`src/rtl/spatz_vlsu_tcdm_adapter_pkg.sv`:
```
// Shared types for the VLSU-to-TCDM memory port adapter.
// Element width, id width and X-interface field types.
package spatz_vlsu_tcdm_adapter_pkg;

    localparam int unsigned ELEN                = 32;
    localparam int unsigned N_OUTSTANDING_LOADS = 8;
    localparam int unsigned X_ID_WIDTH          = $clog2(N_OUTSTANDING_LOADS);
    localparam int unsigned X_ADDR_WIDTH        = 32;

    typedef logic [X_ID_WIDTH-1:0]   x_id_t;
    typedef logic [X_ADDR_WIDTH-1:0] x_addr_t;
    typedef logic [ELEN-1:0]         x_data_t;
    typedef logic [ELEN/8-1:0]       x_strb_t;

endpackage

```
`src/rtl/spatz_vlsu_tcdm_adapter_fifo.sv`:
```
// In-order FIFO of in-flight transaction tags.
// No fall-through: full/empty reflect registered state only.
module spatz_vlsu_tcdm_adapter_fifo
    import spatz_vlsu_tcdm_adapter_pkg::*;
#(
    parameter int unsigned Width = 5,
    parameter int unsigned Depth = 8,
    localparam int unsigned PtrW = $clog2(Depth)
) (
    input  logic             clk_i,
    input  logic             rst_ni,
    input  logic             i_push,
    input  logic [Width-1:0] i_data,
    input  logic             i_pop,
    output logic [Width-1:0] o_data,
    output logic             o_full,
    output logic             o_empty,
    output logic [PtrW:0]    o_usage
);

    logic [Width-1:0] r_mem [Depth];
    logic [PtrW-1:0]  r_wptr;
    logic [PtrW-1:0]  r_rptr;
    logic [PtrW:0]    r_cnt;
    logic             w_push;
    logic             w_pop;

    assign o_full  = (r_cnt == (PtrW+1)'(Depth));
    assign o_empty = (r_cnt == '0);
    assign o_usage = r_cnt;
    assign o_data  = r_mem[r_rptr];
    assign w_push  = i_push & ~o_full;
    assign w_pop   = i_pop & ~o_empty;

    // Pointer and fill-level bookkeeping.
    always_ff @(posedge clk_i or negedge rst_ni) begin
        if (!rst_ni) begin
            r_wptr <= '0;
            r_rptr <= '0;
            r_cnt  <= '0;
        end else begin
            if (w_push) r_wptr <= r_wptr + 1'b1;
            if (w_pop)  r_rptr <= r_rptr + 1'b1;
            if (w_push && !w_pop)      r_cnt <= r_cnt + 1'b1;
            else if (!w_push && w_pop) r_cnt <= r_cnt - 1'b1;
        end
    end

    // Tag storage.
    always_ff @(posedge clk_i or negedge rst_ni) begin
        if (!rst_ni) begin
            for (int i = 0; i < int'(Depth); i++) r_mem[i] <= '0;
        end else if (w_push) begin
            r_mem[r_wptr] <= i_data;
        end
    end

endmodule

```
`src/rtl/spatz_vlsu_tcdm_adapter.sv`:
```
// VLSU memory port to TCDM adapter.
// Zero-latency request path, registered tagged responses.
module spatz_vlsu_tcdm_adapter
    import spatz_vlsu_tcdm_adapter_pkg::*;
#(
    parameter int unsigned AddrWidth     = X_ADDR_WIDTH,
    parameter int unsigned DataWidth     = ELEN,
    parameter int unsigned IdWidth       = X_ID_WIDTH,
    parameter int unsigned NrOutstanding = N_OUTSTANDING_LOADS,
    localparam int unsigned CntW = $clog2(NrOutstanding) + 1
) (
    input  logic                   clk_i,
    input  logic                   rst_ni,
    input  logic                   x_mem_valid_i,
    output logic                   x_mem_ready_o,
    input  logic [IdWidth-1:0]     x_mem_id_i,
    input  logic [AddrWidth-1:0]   x_mem_addr_i,
    input  logic                   x_mem_we_i,
    input  logic [DataWidth/8-1:0] x_mem_strb_i,
    input  logic [DataWidth-1:0]   x_mem_wdata_i,
    input  logic                   x_mem_last_i,
    output logic                   x_mem_result_valid_o,
    output logic [IdWidth-1:0]     x_mem_result_id_o,
    output logic [DataWidth-1:0]   x_mem_result_rdata_o,
    output logic                   x_mem_done_o,
    output logic                   tcdm_req_o,
    input  logic                   tcdm_gnt_i,
    output logic [AddrWidth-1:0]   tcdm_add_o,
    output logic                   tcdm_wen_o,
    output logic [DataWidth/8-1:0] tcdm_be_o,
    output logic [DataWidth-1:0]   tcdm_wdata_o,
    input  logic                   tcdm_rvalid_i,
    input  logic [DataWidth-1:0]   tcdm_rdata_i,
    output logic [CntW-1:0]        outstanding_o,
    output logic                   idle_o,
    output logic                   err_o
);

    typedef struct packed {
        logic [IdWidth-1:0] id;
        logic               we;
        logic               last;
    } entry_t;

    localparam int unsigned EntryW = $bits(entry_t);

    entry_t              w_push_e;
    entry_t              w_head;
    logic [EntryW-1:0]   w_head_bits;
    logic                w_full;
    logic                w_empty;
    logic                w_pop;
    logic                w_spurious;

    logic                r_res_valid;
    logic [IdWidth-1:0]  r_res_id;
    logic [DataWidth-1:0] r_res_rdata;
    logic                r_done;
    logic                r_err;

    assign tcdm_req_o    = x_mem_valid_i & ~w_full;
    assign x_mem_ready_o = tcdm_req_o & tcdm_gnt_i;
    assign tcdm_add_o    = x_mem_addr_i;
    assign tcdm_wen_o    = x_mem_we_i;
    assign tcdm_be_o     = x_mem_we_i ? x_mem_strb_i : '1;
    assign tcdm_wdata_o  = x_mem_wdata_i;

    assign w_push_e   = '{id: x_mem_id_i, we: x_mem_we_i, last: x_mem_last_i};
    assign w_head     = entry_t'(w_head_bits);
    assign w_pop      = tcdm_rvalid_i & ~w_empty;
    assign w_spurious = tcdm_rvalid_i & w_empty;

    spatz_vlsu_tcdm_adapter_fifo #(
        .Width (EntryW),
        .Depth (NrOutstanding)
    ) i_id_fifo (
        .clk_i   (clk_i),
        .rst_ni  (rst_ni),
        .i_push  (x_mem_ready_o),
        .i_data  (w_push_e),
        .i_pop   (w_pop),
        .o_data  (w_head_bits),
        .o_full  (w_full),
        .o_empty (w_empty),
        .o_usage (outstanding_o)
    );

    // Turn a popped response into a tagged result and completion pulse.
    always_ff @(posedge clk_i or negedge rst_ni) begin
        if (!rst_ni) begin
            r_res_valid <= 1'b0;
            r_res_id    <= '0;
            r_res_rdata <= '0;
            r_done      <= 1'b0;
        end else begin
            r_res_valid <= w_pop & ~w_head.we;
            r_done      <= w_pop & w_head.last;
            if (w_pop && !w_head.we) begin
                r_res_id    <= w_head.id;
                r_res_rdata <= tcdm_rdata_i;
            end
        end
    end

    // Sticky flag for a response with nothing in flight.
    always_ff @(posedge clk_i or negedge rst_ni) begin
        if (!rst_ni) r_err <= 1'b0;
        else if (w_spurious) r_err <= 1'b1;
    end

    assign x_mem_result_valid_o = r_res_valid;
    assign x_mem_result_id_o    = r_res_id;
    assign x_mem_result_rdata_o = r_res_rdata;
    assign x_mem_done_o         = r_done;
    assign err_o                = r_err;
    assign idle_o               = w_empty & ~r_res_valid;

endmodule

```
`config.mk`:
```
export PLATFORM = sky130hd
export DESIGN_NAME = spatz_vlsu_tcdm_adapter
export DESIGN_NICKNAME = d
export VERILOG_FILES = /design/src/rtl/spatz_vlsu_tcdm_adapter_pkg.sv /design/src/rtl/spatz_vlsu_tcdm_adapter_fifo.sv /design/src/rtl/spatz_vlsu_tcdm_adapter.sv
export SDC_FILE = /design/constraint.sdc
export NUM_CORES = 1
export LEC_CHECK = 0
export CAP_MARGIN = 20
export CELL_PAD_IN_SITES_DETAIL_PLACEMENT = 1
export CELL_PAD_IN_SITES_GLOBAL_PLACEMENT = 1
export CORE_AREA = 2 2 157 98
export DETAILED_ROUTE_END_ITERATION = 12
export DIE_AREA = 0 0 159 100
export MAX_ROUTING_LAYER = met4
export PLACE_DENSITY_LB_ADDON = 0.3
export SYNTH_ARGS = -nofsm -noshare
export SYNTH_HDL_FRONTEND = slang
export SYNTH_SLANG_ARGS = --single-unit
```
`constraint.sdc`:
```
create_clock -name clk_i -period 3.4 [get_ports clk_i]
set_input_delay 0.68 -clock clk_i [delete_from_list [all_inputs] [get_ports clk_i]]
set_output_delay 0.68 -clock clk_i [all_outputs]
set_load 0.02 [all_outputs]
```
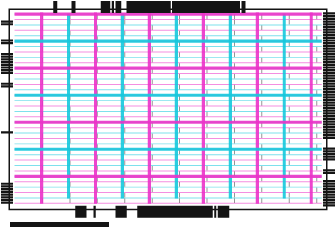
**Above:** run 1 (supply network).
Bar = 50 µm. Pins as bars on the die edge. Tap cells in gray.
VSS: marked magenta. VDD: marked cyan.
203 tap cells. 224 signal pins sit on the boundary.

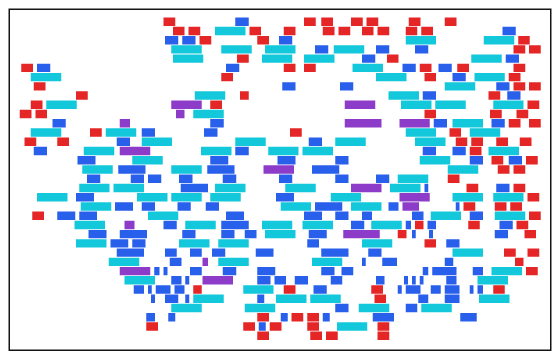
**Above:** run 1 (placement by cell class).
combinational and other logic: marked blue, cells 146. flops: marked cyan, cells 88. other buffers and delay cells: marked red, cells 99. clock drivers and dummy loads: marked purple, cells 16.

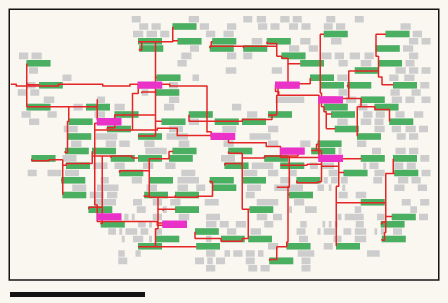
**Above:** run 1 (clock wires, drivers and flops).
Bar = 50 µm.
flip-flops: marked green, count 88. clock wires: marked red, length 1270 µm. clock drivers: marked magenta, count 9.
There are 10 routed clock nets.

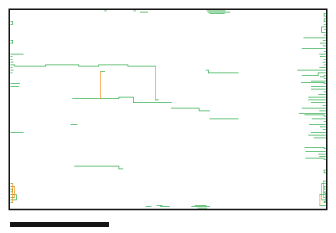
**Above:** run 1 (signal wires by layer).
Bar = 50 µm. Two of the layers only.
metal 3: marked green, wire length 612 µm. metal 4: marked orange, wire length 71.4 µm.

## run 1: metrics by stage
stage,hold slack [ns],instance area (µm²),instances,total power [µW],setup WS (ns)
finish,0.380,5380,552,5360,0.487
global route,0.430,5380,552,5710,0.323
CTS,0.411,5380,552,5460,0.461
detailed placement,0.469,5050,536,4330,0.515
global placement,0.462,5050,536,4250,0.609
floorplan,0.384,4410,312,3550,0.776
## run 1: per-layer routing
layer,wire (µm),vias up,track usage (%)
li1,-,1082,-
met3,611,16,5.25
met4,71,0,3.78
met2,4070,94,17.2
met1,4760,1269,18.1
met5,0,-,-
## run 1: kinds of logic after synthesis
group / count (synthesis)
AND-OR/OR-AND: 4
XOR/XNOR: 7
adder cells (fa/ha/maj): 6
buffers and inverters: 83
flip-flops: 88
multiplexers: 95
AND/OR/NAND/NOR: 29
## run 1: cell type report
cell class                      instances  area (µm²)
Clock buffer                           10         239
Clock inverter                          6        90.1
Fill cell                            1540        9340
Inverter                                5        21.3
Multi-Input combinational cell        141        1590
Sequential cell                        88        2200
Tap cell                              203         254
Timing Repair Buffer                   99         978
## run 1: placed cells by master (no fill, tap or decap), types with 2 or more instances in the layout
master	instances
and4b_1	2
buf_4	5
bufinv_16	2
clkbuf_16	9
clkdlybuf4s50_1	94
dfrtp_1	88
ha_1	5
inv_1	4
mux2_1	11
mux2_2	54
mux2_4	15
mux2i_1	6
mux4_2	9
nand2_1	6
nand2b_1	4
nand3_1	2
nor2_1	5
or4b_1	2
xnor2_1	7
## run 1: report_power, final
group,internal (µW),total [µW],switching (µW)
clock network,667,1090,424
registers,1570,1950,374
logic,1360,2320,966
total,3600,5360,1770
## run 1: state kept, by name (all words and copies together) (netlist names)
name and count:
x_mem_result_valid_o 1, i_id_fifo.r_mem 40, i_id_fifo.r_rptr 3, i_id_fifo.o_usage 4, i_id_fifo.r_wptr 3, x_mem_done_o 1
x_mem_result_rdata_o 32, err_o 1, x_mem_result_id_o 3
## run 1: critical path: cells and delay by family (launching register included)
family	cells	cell delay (ns)
AND/OR/NAND/NOR	2	0.80
flip-flops	1	0.47
buffers and inverters	1	0.63
## run 1: worst min path at each step
| stage | slack (ns) | to |
|---|---|---|
| final | 0.38 | x_mem_result_rdata_o[31] |
| after global routing | 0.43 | x_mem_result_rdata_o[31] |
| after CTS | 0.41 | x_mem_result_rdata_o[31] |
| after detailed placement | 0.47 | err_o |
| after global placement | 0.46 | err_o |
| after floorplan | 0.38 | err_o |
==> changes_impl.md, run 1 <==
## Implementation

- Status: finished, final reports clean
- # IOs: 224
- Worst-skew pair later-pin latency: 0.34 ns
- Post-Synth Simple-Gate Area: 4.54%
- GRT Util Overall: 13.0%
- Crit path kind: reg -> out
- Synth top cell by count: dfrtp_1
- Mapped Area: 4410 µm²
- Root Driver: clkbuf_16
- Pwr Density: 997 nW/µm²
- Hold-fix buffers, CTS: 0
- CORE AREA: 14700 µm²
- Initial Util: 29.9%
- Reg2reg end: i_id_fifo.o_usage[3]
- CP Launch Type: flip-flop
- Crit. End Element: output port
- Crit path cell chain: or4_1 -> nor2_1 -> clkdlybuf4s50_1
- Overflow after GRT: 0
- Slowest stage delay, CP: 0.67 ns
- Final period util: 85.7%
- Syn Area/Cell: 14.1 µm²
- Detailed-route wire length per cell: 17.2 µm
- Starting DRT DRC Count: 78
- Fraction of layout cells with a size suffix above 1: 30.4%
- Chip area: 15900 µm²
- Via density: 4.46
- Drt pass-1 iters: 4
- CP Data Required Time: 2.72 ns
- DP Wirelength: 6.70 mm
- CTS Sinks: 88
- R2R setup slack: 0.64 ns
- Post-Synth Adder-Cell Area: 1.87%
- Area Growth Syn to Fin: 22.0%
- Crit path max fanout: 6
- Worst slew margin: 53.1%
- Top-area cell share: 50.0%
- Global-route wire length before repair: 15.5 mm
- Tightest Hold Check Type: in -> async
- Die height: 100 µm
- Largest cells by area after synthesis: dfrtp_1 (50%), mux2_2 (14%), buf_4 (11%)
- Layout Skew: 0.00936 ns
- Resize count post-CTS: 0
- Sequential share of the synthesized area: 50.0%
- Diodes inserted: 0
- Xor/xnor share: 1.39%
- Crit path capture: idle_o
- R2r startpoint: i_id_fifo.o_usage[0]
- H-tree depth: 3
- Port Buffer Count: 95
- Yosys cell count: 312
- Initial antenna violation count: 0
- CTS max path bufs: 2
- CTS tree: done
- Post-synth ARST share: 100%
- Routability cong.: 0.726
- Ys Warns: 0
- Post-synth EDFFs: 0
- Post-route ant nets: 0
- Finished Core Util: 36.5%
- Commonest cells post-synth: dfrtp_1 (88), buf_4 (67), mux2_2 (54)
==> run 2: changes to the inputs <==
--- a/config.mk
+++ b/config.mk
@@ -9,8 +9,10 @@
 export CELL_PAD_IN_SITES_DETAIL_PLACEMENT = 1
 export CELL_PAD_IN_SITES_GLOBAL_PLACEMENT = 1
 export CORE_AREA = 2 2 157 98
+export CTS_BUF_LIST = sky130_fd_sc_hd__clkbuf_16
 export DETAILED_ROUTE_END_ITERATION = 12
 export DIE_AREA = 0 0 159 100
+export HOLD_SLACK_MARGIN = 0.12
 export MAX_ROUTING_LAYER = met4
 export PLACE_DENSITY_LB_ADDON = 0.3
 export SYNTH_ARGS = -nofsm -noshare
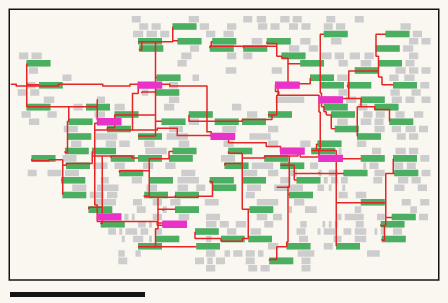
**Above:** run 2 (clock wires, drivers and flops).
Bar = 50 µm.
flip-flops: marked green, count 88. clock wires: marked red, length 1260 µm. clock drivers: marked magenta, count 9.
Position of the flops: spread over the die.

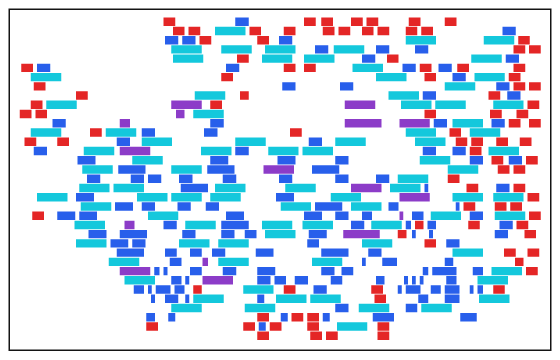
**Above:** run 2 (placement by cell class).
clock drivers and dummy loads: marked purple, cells 16. flops: marked cyan, cells 88. other buffers and delay cells: marked red, cells 99. combinational and other logic: marked blue, cells 146.

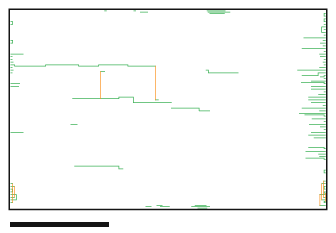
**Above:** run 2 (signal wires by layer).
Bar = 50 µm. Two of the layers only.
metal 4: marked orange, wire length 71.4 µm. metal 3: marked green, wire length 595 µm.

==> run 2 against run 1 <==
- routed wire length fell by 0.11%
- clock power is essentially flat
- critical path depth is the same
- worst hold slack gained 0.0016 ns
- final cell count unchanged
- utilization fell by 0.068 points
- largest power group unchanged
- synthesized cell count stayed put
- register-to-register slack hardly changed
- highest routed layer unchanged
==> changes_impl.md, run 2 <==
## Implementation

- Status: finished, final reports clean
- Area Growth Syn to Fin: 21.7%
- Routability cong.: 0.726
- Dominant flop cell: dfrtp_1
- Slew Viols, Final: 0
- Flops after synth: 88
- Remaining DRCs: 0
- CP Launch Type: flip-flop
- Port Buffer Count: 95
- Ys Warns: 0
- Synth top cell by count: dfrtp_1
- Root Driver: clkbuf_16
- Max FFs per register: 40
- Slowest stage delay, CP: 0.67 ns
- Sequential share of the synthesized area: 50.0%
- CTS Sinks: 88
- Buf/Inv on CP: 1
- Die height: 100 µm
- Leakage: 0.00226 µW
- Crit path kind: reg -> out
- Worst slew margin: 53.1%
- Final WS setup: 0.489 ns
- Detailed-route wire length per cell: 17.2 µm
- H-tree depth: 3
- Mapped Area: 4410 µm²
- Commonest Layout Cell: clkdlybuf4s50_1
- Worst-skew pair later-pin latency: 0.34 ns
- CP max stage cell: or4_1
- CTS tree: done
- Final period util: 85.6%
- Post-route ant nets: 0
- CTS max path bufs: 2
- Post-synth EDFFs: 0
- # IOs: 224
- Overflow after GRT: 0
- Chip area: 15900 µm²
- Resize count post-CTS: 0
- Yosys cell types: 34
- Layout Skew: 0.00949 ns
- Yosys cell count: 312
- Cell count after synthesis: 312
- CP Data Required Time: 2.72 ns
- Dpl ws: 0.515 ns
- Initial Util: 29.9%
- Largest cells by area after synthesis: dfrtp_1 (50%), mux2_2 (14%), buf_4 (11%)
- Starting DRT DRC Count: 80
- Crit. End Element: output port
- Fraction of layout cells with a size suffix above 1: 30.1%
- Crit path cell chain: or4_1 -> nor2_1 -> clkdlybuf4s50_1
- DP Wirelength: 6.70 mm
- GRT Util Overall: 13.0%
- CP top delay family: simple AND/OR/NAND/NOR gates
- Initial antenna violation count: 0
- CORE AREA: 14700 µm²
- Tightest Hold Check Type: in -> async
- Power, Total: 5330 µW
- Most frequent cells in the layout: clkdlybuf4s50_1 (94), dfrtp_1 (88), mux2_2 (54), mux2_4 (15), mux2_1 (11)
- Diodes inserted: 0
- Top-area cell share: 50.0%
- Post-synth ARST share: 100%
- Crit path max fanout: 6
- Global-route wire length before repair: 15.5 mm
- Worst VDD drop: 281 µV
- Most flops, register: i_id_fifo.r_mem
- Via density: 4.46
- Hold-fix buffers, CTS: 0
- Pwr Density: 994 nW/µm²
- Yosys top cell by area: dfrtp_1
- Commonest cells post-synth: dfrtp_1 (88), buf_4 (67), mux2_2 (54)
- Drt pass-1 iters: 4
- Syn Area/Cell: 14.1 µm²
- Die Wd: 159 µm
- Via count: 2464
run 2: cell type report:
class / instances / area [µm²]
Tap cell: 203 / 254
Sequential cell: 88 / 2200
Multi-Input combinational cell: 141 / 1590
Fill cell: 1541 / 9350
Timing Repair Buffer: 99 / 978
Clock buffer: 9 / 225
Clock inverter: 7 / 93.8
Inverter: 5 / 21.3
run 2: worst register-to-register path: cells and delay by family (launching register included):
family,cells,cell delay (ns)
flops,1,0.47
xor+xnor,1,0.13
mux,1,0.24
fa+ha+maj,2,0.47
buf+inv,1,0.09
simple gates,2,0.89
compound gates,2,0.39
run 2: path summary, 6_finish.rpt:
kind	startpoint	endpoint	slack, ns	depth (start not counted)
max	i_id_fifo.o_usage[0]	idle_o	0.49	3
min	rst_ni	x_mem_done_o	0.38	1
max reg2reg	i_id_fifo.o_usage[0]	i_id_fifo.o_usage[3]	0.64	9
min reg2reg	err_o	err_o	0.49	1
max in group asynchronous	rst_ni	i_id_fifo.r_mem[15]	2.27	2
min in group clk_i	err_o	err_o	0.49	1
run 2: logic make-up after synthesis:
group                      share of synthesized area (%)
AOI/OAI and AO/OA                                  0.596
xor gates and xnor gates                            1.39
adders and majority gates                           1.87
buffers and inverters                               13.9
DFF                                                 50.0
muxes                                               27.7
and+or+nand+nor                                     4.54
run 2: report_power, final:
group / leakage, µW / switching [µW] / internal, µW
Combinational: 0.00104 / 967 / 1360
Sequential: 0.00106 / 374 / 1570
Clock: 0.000153 / 422 / 644
run 2: through the flow:
step                      cells  util, %  hold slack [ns]  area, µm²
after detailed placement    536     34.3            0.469       5050
after floorplan             312        -            0.384       4410
final                       552     36.5            0.381       5370
after CTS                   552     36.5            0.412       5370
after global placement      536     34.3            0.462       5050
after global routing        552     36.5            0.431       5370
run 2: layer usage:
| layer | routed length, µm | up-vias | global-route usage [%] |
|---|---|---|---|
| met4 | 71 | 0 | 3.78 |
| met3 | 595 | 16 | 5.25 |
| li1 | - | 1082 | - |
| met2 | 4070 | 92 | 17.2 |
| met5 | 0 | - | - |
| met1 | 4760 | 1274 | 18.1 |
==> run 3: changes to the inputs <==
--- a/config.mk
+++ b/config.mk
@@ -15,6 +15,7 @@
 export HOLD_SLACK_MARGIN = 0.12
 export MAX_ROUTING_LAYER = met4
 export PLACE_DENSITY_LB_ADDON = 0.3
+export SETUP_SLACK_MARGIN = 0.1
 export SYNTH_ARGS = -nofsm -noshare
 export SYNTH_HDL_FRONTEND = slang
 export SYNTH_SLANG_ARGS = --single-unit
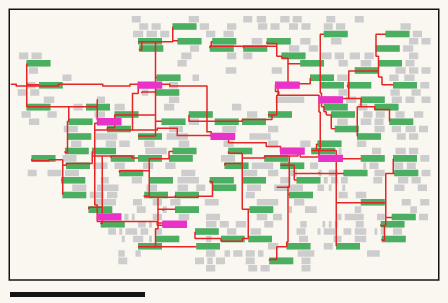
**Above:** run 3 (clock wires, drivers and flops).
Bar = 50 µm.
clock drivers: marked magenta, count 9. flip-flops: marked green, count 88. clock wires: marked red, length 1260 µm.
Position of the flops: spread over the die. There are 10 routed clock nets.

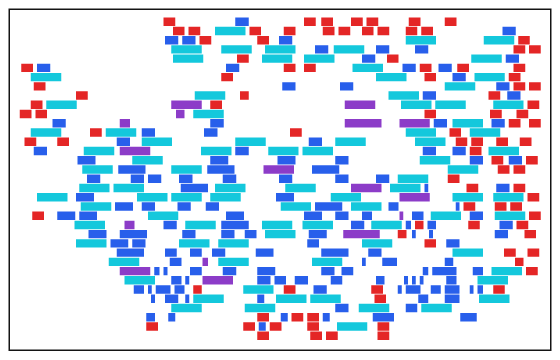
**Above:** run 3 (placement by cell class).
clock drivers and dummy loads: marked purple, cells 16. combinational and other logic: marked blue, cells 146. other buffers and delay cells: marked red, cells 99. flops: marked cyan, cells 88.

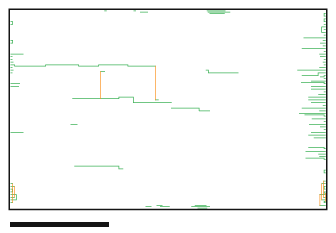
**Above:** run 3 (signal wires by layer).
Bar = 50 µm. Two of the layers only.
metal 4: marked orange, wire length 71.4 µm. metal 3: marked green, wire length 595 µm.

==> run 3 against run 2 <==
- power stayed put
- final cell count stayed put
- largest cell class unchanged
- critical path type unchanged
- critical path depth is the same
- non-clock buffer count unchanged
- largest power group unchanged
- sequential cell count is the same
- global-route usage unchanged
- routed wire length did not move
- register-to-register slack is essentially flat
- synthesized area did not move
- sequential power about the same
==> changes_impl.md, run 3 <==
## Implementation

- Final setup violation count: 0
- Final period util: 85.6%
- Filler cells: 1541
- CP Launch Type: flip-flop
- Detailed-route wire length per cell: 17.2 µm
- Worst VDD drop: 281 µV
- GRT Util Overall: 13.0%
- Reg2reg end: i_id_fifo.o_usage[3]
- Dominant flop cell: dfrtp_1
- Most flops, register: i_id_fifo.r_mem
- R2R setup slack: 0.64 ns
- Routability cong.: 0.726
- Placed instance count: 536
- Via count: 2464
- Die height: 100 µm
- H-tree depth: 3
- R2r startpoint: i_id_fifo.o_usage[0]
- Initial antenna violation count: 0
- DP Wirelength: 6.70 mm
- Total CTS buffers: 9
- Commonest Layout Cell: clkdlybuf4s50_1
- Yosys top cell by area: dfrtp_1
- CTS max path bufs: 2
- Syn Area/Cell: 14.1 µm²
- Chip area: 15900 µm²
- Crit path max fanout: 6
- CTS tree: done
- Initial Util: 29.9%
- Ys Warns: 0
- Hold slack: 0.381 ns
- CTS Sinks: 88
- Max FFs per register: 40
- Mapped Area: 4410 µm²
- Reg area: 2200 µm²
- Yosys cell count: 312
- Port Buffer Count: 95
- Status: finished, final reports clean
- Remaining DRCs: 0
- Die Wd: 159 µm
- Post-synth EDFFs: 0
- CP Data Required Time: 2.72 ns
- Resize count post-CTS: 0
- Slew Viols, Final: 0
- Overflow after GRT: 0
- CORE AREA: 14700 µm²
- Via density: 4.46
- Post-synth ARST share: 100%
- Top-area cell share: 50.0%
- Logic area: 1590 µm²
- Yosys cell types: 34
- Tightest Hold Check Type: in -> async
- Leakage: 0.00226 µW
- Commonest cells post-synth: dfrtp_1 (88), buf_4 (67), mux2_2 (54)
- Fraction of layout cells with a size suffix above 1: 30.1%
- Crit. End Element: output port
- Pwr Density: 994 nW/µm²
- Root Driver: clkbuf_16
- Crit path kind: reg -> out
- Post-route ant nets: 0
- Worst slew margin: 53.1%
- Global-route wire length before repair: 15.5 mm
- Starting DRT DRC Count: 80
- Flops after synth: 88
- Diodes inserted: 0
- Sequential share of the synthesized area: 50.0%
- # IOs: 224
- Drt pass-1 iters: 4
- Layout Skew: 0.00949 ns
- Critical path launch point: i_id_fifo.o_usage[0]
- Worst-skew pair later-pin latency: 0.34 ns
- Most frequent cells in the layout: clkdlybuf4s50_1 (94), dfrtp_1 (88), mux2_2 (54), mux2_4 (15), mux2_1 (11)
- Synth top cell by count: dfrtp_1
-- run 3: worst max-delay path by stage --
stage	to	cells past startpoint
floorplan	i_id_fifo.o_usage[3]	10
global placement	i_id_fifo.o_usage[3]	9
detailed placement	i_id_fifo.o_usage[3]	9
CTS	idle_o	3
global route	idle_o	3
finish	idle_o	3
-- run 3: where the power goes --
| group | switching (µW) | leakage (µW) | internal (µW) |
|---|---|---|---|
| registers | 374 | 0.00106 | 1570 |
| clock network | 422 | 0.000153 | 644 |
| logic | 967 | 0.00104 | 1360 |
-- run 3: logic make-up after synthesis --
| family | share of synthesized area (%) |
|---|---|
| AOI/OAI and AO/OA | 0.596 |
| and+or+nand+nor | 4.54 |
| muxes | 27.7 |
| xor gates and xnor gates | 1.39 |
| adders and majority gates | 1.87 |
| DFF | 50.0 |
| buffers and inverters | 13.9 |
-- run 3: metal layers --
metal	global-route usage, %	wire length, µm	vias to the layer above
met5	-	0	-
met4	3.78	71	0
met3	5.25	595	16
met2	17.2	4070	92
met1	18.1	4760	1274
li1	-	-	1082
-- run 3: through the flow --
step | worst slack (ns) | instance area (µm²) | total power [µW] | utilization (%)
2_1_floorplan | 0.776 | 4410 | 3550 | -
3_3_place_gp | 0.609 | 5050 | 4250 | 34.3
3_5_place_dp | 0.515 | 5050 | 4330 | 34.3
4_1_cts | 0.462 | 5370 | 5440 | 36.5
5_1_grt | 0.324 | 5370 | 5690 | 36.5
6_report | 0.489 | 5370 | 5330 | 36.5
-- run 3: critical path, stage by stage, from the launching register on --
cell and delay [ns]:
dfrtp_1 0.47, or4_1 0.67, nor2_1 0.13, clkdlybuf4s50_1 0.63
-- run 3: final cells by class --
cell class                 instances  share of cell area [%]
sequential                        88                    41.0
multi-input combinational        141                    29.6
clock buffer                       9                    4.20
timing repair buffer              99                    18.2
tap                              203                    4.73
clock inverter                     7                    1.75
inverter                           5                   0.396
Power and IR drop assume default switching activity.
